[src/rtl/keypad_pkg.sv]
// Shared types and helpers for the 4x4 keypad scanner: FSM states, matrix size,
// idle column pattern, key encoding and column drive decoding.
package keypad_pkg;

  localparam int KP_ROWS = 4;
  localparam int KP_COLS = 4;
  localparam logic [KP_COLS-1:0] COL_IDLE = 4'b1110;

  typedef enum logic [1:0] {
    SCAN      = 2'd0,
    DEB_PRESS = 2'd1,
    PRESSED   = 2'd2,
    DEB_REL   = 2'd3
  } kp_state_e;

  function automatic logic [3:0] key_code(input logic [1:0] row, input logic [1:0] col);
    return {row, col};
  endfunction

  function automatic logic [KP_COLS-1:0] col_drive(input logic [1:0] idx);
    logic [KP_COLS-1:0] drv;
    case (idx)
      2'd0:    drv = 4'b1110;
      2'd1:    drv = 4'b1101;
      2'd2:    drv = 4'b1011;
      2'd3:    drv = 4'b0111;
      default: drv = COL_IDLE;
    endcase
    return drv;
  endfunction

endpackage

[src/rtl/keypad_row_sync.sv]
// Two-flop synchronizer for the keypad row inputs; idles high (no key) in reset.
module keypad_row_sync
  import keypad_pkg::*;
(
  input  logic               clk,
  input  logic               rst,
  input  logic [KP_ROWS-1:0] async_i,
  output logic [KP_ROWS-1:0] sync_o
);

  logic [KP_ROWS-1:0] meta_q;
  logic [KP_ROWS-1:0] sync_q;

  // Two-stage capture of the asynchronous row pins
  always_ff @(posedge clk or posedge rst) begin
    if (rst) begin
      meta_q <= {KP_ROWS{1'b1}};
      sync_q <= {KP_ROWS{1'b1}};
    end else begin
      meta_q <= async_i;
      sync_q <= meta_q;
    end
  end

  assign sync_o = sync_q;

endmodule

[src/rtl/keypad_scan_debounce.sv]
// 4x4 keypad front end: column scan, press/release debounce, key code and strobe.
// Optional auto-repeat of key_strobe while held is enabled by defining KEYPAD_REPEAT_EN.
module keypad_scan_debounce
  import keypad_pkg::*;
#(
  parameter int SCAN_DIV      = 50000,
  parameter int DEBOUNCE_CYC  = 500000,
  parameter int REPEAT_DELAY  = 25000000,
  parameter int REPEAT_PERIOD = 5000000
) (
  input  logic               clk,
  input  logic               rst,
  input  logic [KP_ROWS-1:0] fila,
  output logic [KP_COLS-1:0] col,
  output logic [3:0]         posicion,
  output logic               opr,
  output logic               key_strobe
);

  localparam int MAX_SD  = (SCAN_DIV > DEBOUNCE_CYC) ? SCAN_DIV : DEBOUNCE_CYC;
  localparam int MAX_REP = (REPEAT_DELAY > REPEAT_PERIOD) ? REPEAT_DELAY : REPEAT_PERIOD;
  localparam int MAX_ALL = (MAX_SD > MAX_REP) ? MAX_SD : MAX_REP;
  localparam int CNT_W   = $clog2(MAX_ALL) + 1;

  localparam logic [CNT_W-1:0] CNT_ZERO = {CNT_W{1'b0}};
  localparam logic [CNT_W-1:0] CNT_ONE  = CNT_W'(1);
  localparam logic [CNT_W-1:0] DIV_LAST = CNT_W'(SCAN_DIV - 1);
  localparam logic [CNT_W-1:0] DEB_LAST = CNT_W'(DEBOUNCE_CYC - 1);
`ifdef KEYPAD_REPEAT_EN
  localparam logic [CNT_W-1:0] REP_LAST   = CNT_W'(REPEAT_DELAY - 1);
  // Reloading here makes the next strobe land exactly REPEAT_PERIOD cycles later
  localparam logic [CNT_W-1:0] REP_RELOAD = CNT_W'(REPEAT_DELAY - REPEAT_PERIOD);
`endif

  logic [KP_ROWS-1:0] frow;
  kp_state_e          state_q;
  logic [1:0]         col_idx_q;
  logic [KP_COLS-1:0] col_q;
  logic [CNT_W-1:0]   div_q;
  logic [CNT_W-1:0]   deb_q;
  logic [1:0]         cand_row_q;
  logic [1:0]         cand_col_q;
  logic [3:0]         posicion_q;
  logic               opr_q;
  logic               strobe_q;
`ifdef KEYPAD_REPEAT_EN
  logic [CNT_W-1:0]   rep_q;
`endif

  logic               row_hit_d;
  logic [1:0]         hit_row_d;
  logic               cand_high_d;
  logic [1:0]         next_col_d;

  keypad_row_sync u_row_sync (
    .clk     (clk),
    .rst     (rst),
    .async_i (fila),
    .sync_o  (frow)
  );

  // Lowest-index low row wins; also the tracked row level and next column
  always_comb begin
    row_hit_d = 1'b1;
    hit_row_d = 2'd0;
    casez (frow)
      4'b???0: hit_row_d = 2'd0;
      4'b??01: hit_row_d = 2'd1;
      4'b?011: hit_row_d = 2'd2;
      4'b0111: hit_row_d = 2'd3;
      default: row_hit_d = 1'b0;
    endcase
    cand_high_d = frow[cand_row_q];
    next_col_d  = col_idx_q + 2'd1;
  end

  // Scan / debounce FSM with all outputs registered
  always_ff @(posedge clk or posedge rst) begin
    if (rst) begin
      state_q    <= SCAN;
      col_idx_q  <= 2'd0;
      col_q      <= COL_IDLE;
      div_q      <= CNT_ZERO;
      deb_q      <= CNT_ZERO;
      cand_row_q <= 2'd0;
      cand_col_q <= 2'd0;
      posicion_q <= 4'd0;
      opr_q      <= 1'b0;
      strobe_q   <= 1'b0;
`ifdef KEYPAD_REPEAT_EN
      rep_q      <= CNT_ZERO;
`endif
    end else begin
      strobe_q <= 1'b0;
      case (state_q)
        SCAN: begin
          if (div_q == DIV_LAST) begin
            div_q <= CNT_ZERO;
            if (row_hit_d) begin
              cand_row_q <= hit_row_d;
              cand_col_q <= col_idx_q;
              deb_q      <= CNT_ZERO;
              state_q    <= DEB_PRESS;
            end else begin
              col_idx_q <= next_col_d;
              col_q     <= col_drive(next_col_d);
            end
          end else begin
            div_q <= div_q + CNT_ONE;
          end
        end
        DEB_PRESS: begin
          if (cand_high_d) begin
            state_q   <= SCAN;
            div_q     <= CNT_ZERO;
            col_idx_q <= next_col_d;
            col_q     <= col_drive(next_col_d);
          end else if (deb_q == DEB_LAST) begin
            posicion_q <= key_code(cand_row_q, cand_col_q);
            opr_q      <= 1'b1;
            strobe_q   <= 1'b1;
            state_q    <= PRESSED;
`ifdef KEYPAD_REPEAT_EN
            rep_q      <= CNT_ZERO;
`endif
          end else begin
            deb_q <= deb_q + CNT_ONE;
          end
        end
        PRESSED: begin
          if (cand_high_d) begin
            state_q <= DEB_REL;
            deb_q   <= CNT_ZERO;
`ifdef KEYPAD_REPEAT_EN
            rep_q   <= CNT_ZERO;
          end else if (rep_q == REP_LAST) begin
            strobe_q <= 1'b1;
            rep_q    <= REP_RELOAD;
          end else begin
            rep_q <= rep_q + CNT_ONE;
`endif
          end
        end
        DEB_REL: begin
          if (!cand_high_d) begin
            state_q <= PRESSED;
          end else if (deb_q == DEB_LAST) begin
            opr_q     <= 1'b0;
            state_q   <= SCAN;
            div_q     <= CNT_ZERO;
            col_idx_q <= next_col_d;
            col_q     <= col_drive(next_col_d);
          end else begin
            deb_q <= deb_q + CNT_ONE;
          end
        end
        default: begin
          state_q   <= SCAN;
          div_q     <= CNT_ZERO;
          col_idx_q <= 2'd0;
          col_q     <= COL_IDLE;
          opr_q     <= 1'b0;
        end
      endcase
    end
  end

  assign col        = col_q;
  assign posicion   = posicion_q;
  assign opr        = opr_q;
  assign key_strobe = strobe_q;

endmodule

[config.mk]
export PLATFORM = sky130hd
export DESIGN_NAME = keypad_scan_debounce
export DESIGN_NICKNAME = d
export VERILOG_FILES = /design/src/rtl/keypad_pkg.sv /design/src/rtl/keypad_row_sync.sv /design/src/rtl/keypad_scan_debounce.sv
export SDC_FILE = /design/constraint.sdc
export NUM_CORES = 1
export LEC_CHECK = 0
export CORE_AREA = 2 2 111 113
export DETAILED_ROUTE_END_ITERATION = 16
export DIE_AREA = 0 0 113 115
export PLACE_DENSITY = 0.54
export RECOVER_POWER = 100
export SYNTH_ARGS = -nofsm -noshare
export SYNTH_HDL_FRONTEND = slang
export SYNTH_HIERARCHICAL = 1
export SYNTH_SLANG_ARGS = --single-unit
[constraint.sdc]
create_clock -name clk -period 2.2 [get_ports clk]
set_input_delay 0.55 -clock clk [delete_from_list [all_inputs] [get_ports clk]]
set_output_delay 0.55 -clock clk [all_outputs]
set_load 0.05 [all_outputs]
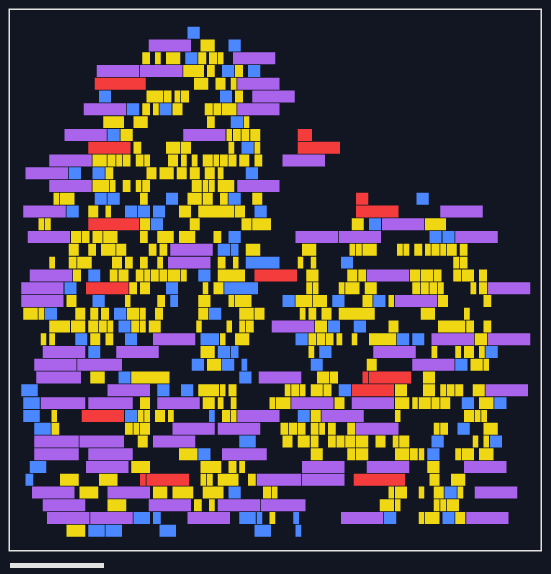
**Above:** placement by cell class.
Scale bar: 20 µm.
legend:
  remaining buffers and delay cells:
    colour: blue
    cells: 102
    share_of_their_area: 15%
  remaining logic cells:
    colour: yellow
    cells: 350
    share_of_their_area: 41%
  registers:
    colour: purple
    cells: 78
    share_of_their_area: 38%
  clock drivers and dummy loads:
    colour: red
    cells: 16
    share_of_their_area: 6.5%

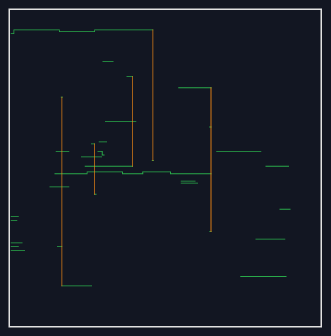
**Above:** routed metal, one colour a layer.
Only two layers are drawn.
legend:
  M3:
    colour: green
    wire_length: 282 µm
  M4:
    colour: orange
    wire_length: 220 µm

==> ci_impl_report.md <==
### Flow metrics

| Metric | Value |
|---|---|
| Number of DRC markers in iteration 0 | `~150` |
| P_int | `2570 µW` |
| CP max FO | `25` |
| H-Tree Depth | `3` |
| Clk root buf | `clkbuf_16` |
| Outcome | `finished with violations` |
| Cell count of the worst reg-to-reg path | `8` |
| Mapped Area | `between 4000 and 5000 µm²` |
| Fin cells | `693` |
| Worst Path Required | `~2500 ps` |
| Total design power | `around 3200 µW` |
| Most common cell in the synthesized netlist | `dfrtp_1` |
| Mapped Nets | `around 460` |
| Logic area | `between 2000 and 2500 µm²` |
| First-pass GRT wire length | `17,500 µm` |
| WL met1 | `4840 µm` |
| Clk slew on worst S/H paths | `approximately 60 ps` |
| Most frequent cells in the layout | `buf_4, dfrtp_1, nand2_1, nand3_1, nor2_1` |
| All-Layer GR Usage | `0.168` |
| Largest net degree at the start of global routing | `31` |
| Failing checks | `negative setup slack` |
| YS warnings | `6` |
| Slew headroom | `0.475` |
| Synthesized instance count | `approximately 450` |
| Vias in the first global route | `3,615` |
| Antenna violations before repair | `0` |
| Area after DPL | `about 5100 µm²` |
| CP delay by family, top | `simple AND/OR/NAND/NOR gates` |
| Setup Viol. Count Final | `15` |
| Reg-to-reg endpoint | `deb_q[25]` |
| Critical path depth in cells | `8` |
| Resize count post-CTS | `6` |
| Antenna diode count | `0` |
| Worst hold slack | `between 300 and 400 ps` |
| CTS tree | `yes` |
| Fin worst setup slack | `-145 ps` |
| Comb power frac | `0.014` |
| Placed cells | `671` |
| Top cells by area | `dfrtp_1, dfstp_2, nand2_1` |
| Distinct cells, synth | `roughly 55` |
| Remaining DRCs | `0` |
| Post-DRT Antenna Nets | `0` |
| RSZ-0062 raised after global routing | `yes` |
| Fin util | `0.459` |
| Arrival time at the worst endpoint | `2620 ps` |
| Critical R2R Launch | `div_q[0]` |
| Die height | `115 µm` |
| Min-delay src | `u_row_sync/meta_q[1]` |
| Met2 Use GR | `0.269` |
| Pre-CTS setup slack | `-225 ps` |
| CTS Hold Bufs | `0` |
| Slew at the pin closest to its max-slew limit | `a little under 800 ps` |
| Total number of vias | `about 3,700` |
| Met3 Routed Length | `about 280 µm` |
| FP Rows | `about 40` |
| Post-synthesis register bit count | `roughly 80` |
| Fin area | `between 5000 and 6000 µm²` |
| Chip width | `~110 µm` |
| Area leader share | `0.405` |
| Setup crit start | `div_q[0]` |
| Final net count | `roughly 550` |
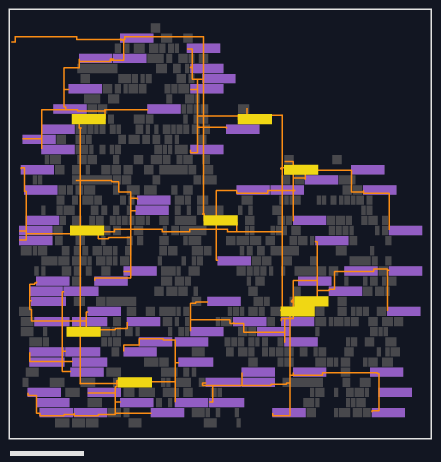
**Above:** clock wires, drivers and flops.
Scale bar: 20 µm.
legend:
  clock-net drivers:
    colour: yellow
    count: 9
  clock wires:
    colour: orange
    length: 1,120 µm
  flip-flops:
    colour: purple
    count: 78
routed clock nets: 10
flops lie: all over the die
Final Skew: 6.96 ps
P_clk: 1710 µW
Late-Pin Clk Latency: 340 ps

[kinds of logic (layout without fill, tap and decap cells)]
group                      after synthesis  in the layout  synth area share
adders and majority gates                6              6            0.0181
buffers and inverters                   33            134            0.0336
DFF                                     78             78             0.475
xor gates and xnor gates                11             11            0.0233
muxes                                   11             11            0.0318
AOI/OAI and AO/OA                       81             81             0.128
and+or+nand+nor                        225            225             0.290
[layout make-up]
cell class	count	share of cell area
repair buffers	102	0.146
clock buffers	11	0.0429
inverters	16	0.0113
multi-input cells	334	0.384
clock inverters	5	0.0196
well taps	147	0.0339
flip-flops and latches	78	0.362
[power groups by stage]
stage	Clock, µW	Combinational, µW	Sequential, µW
finish	1710	46.2	1450
global placement	0	58.8	1480
floorplan	0	26.5	1480
CTS	1740	59.1	1450
detailed placement	0	58.9	1480
global route	1810	55.7	1450
No activity file was given, so power comes from the tool's default toggle rates.
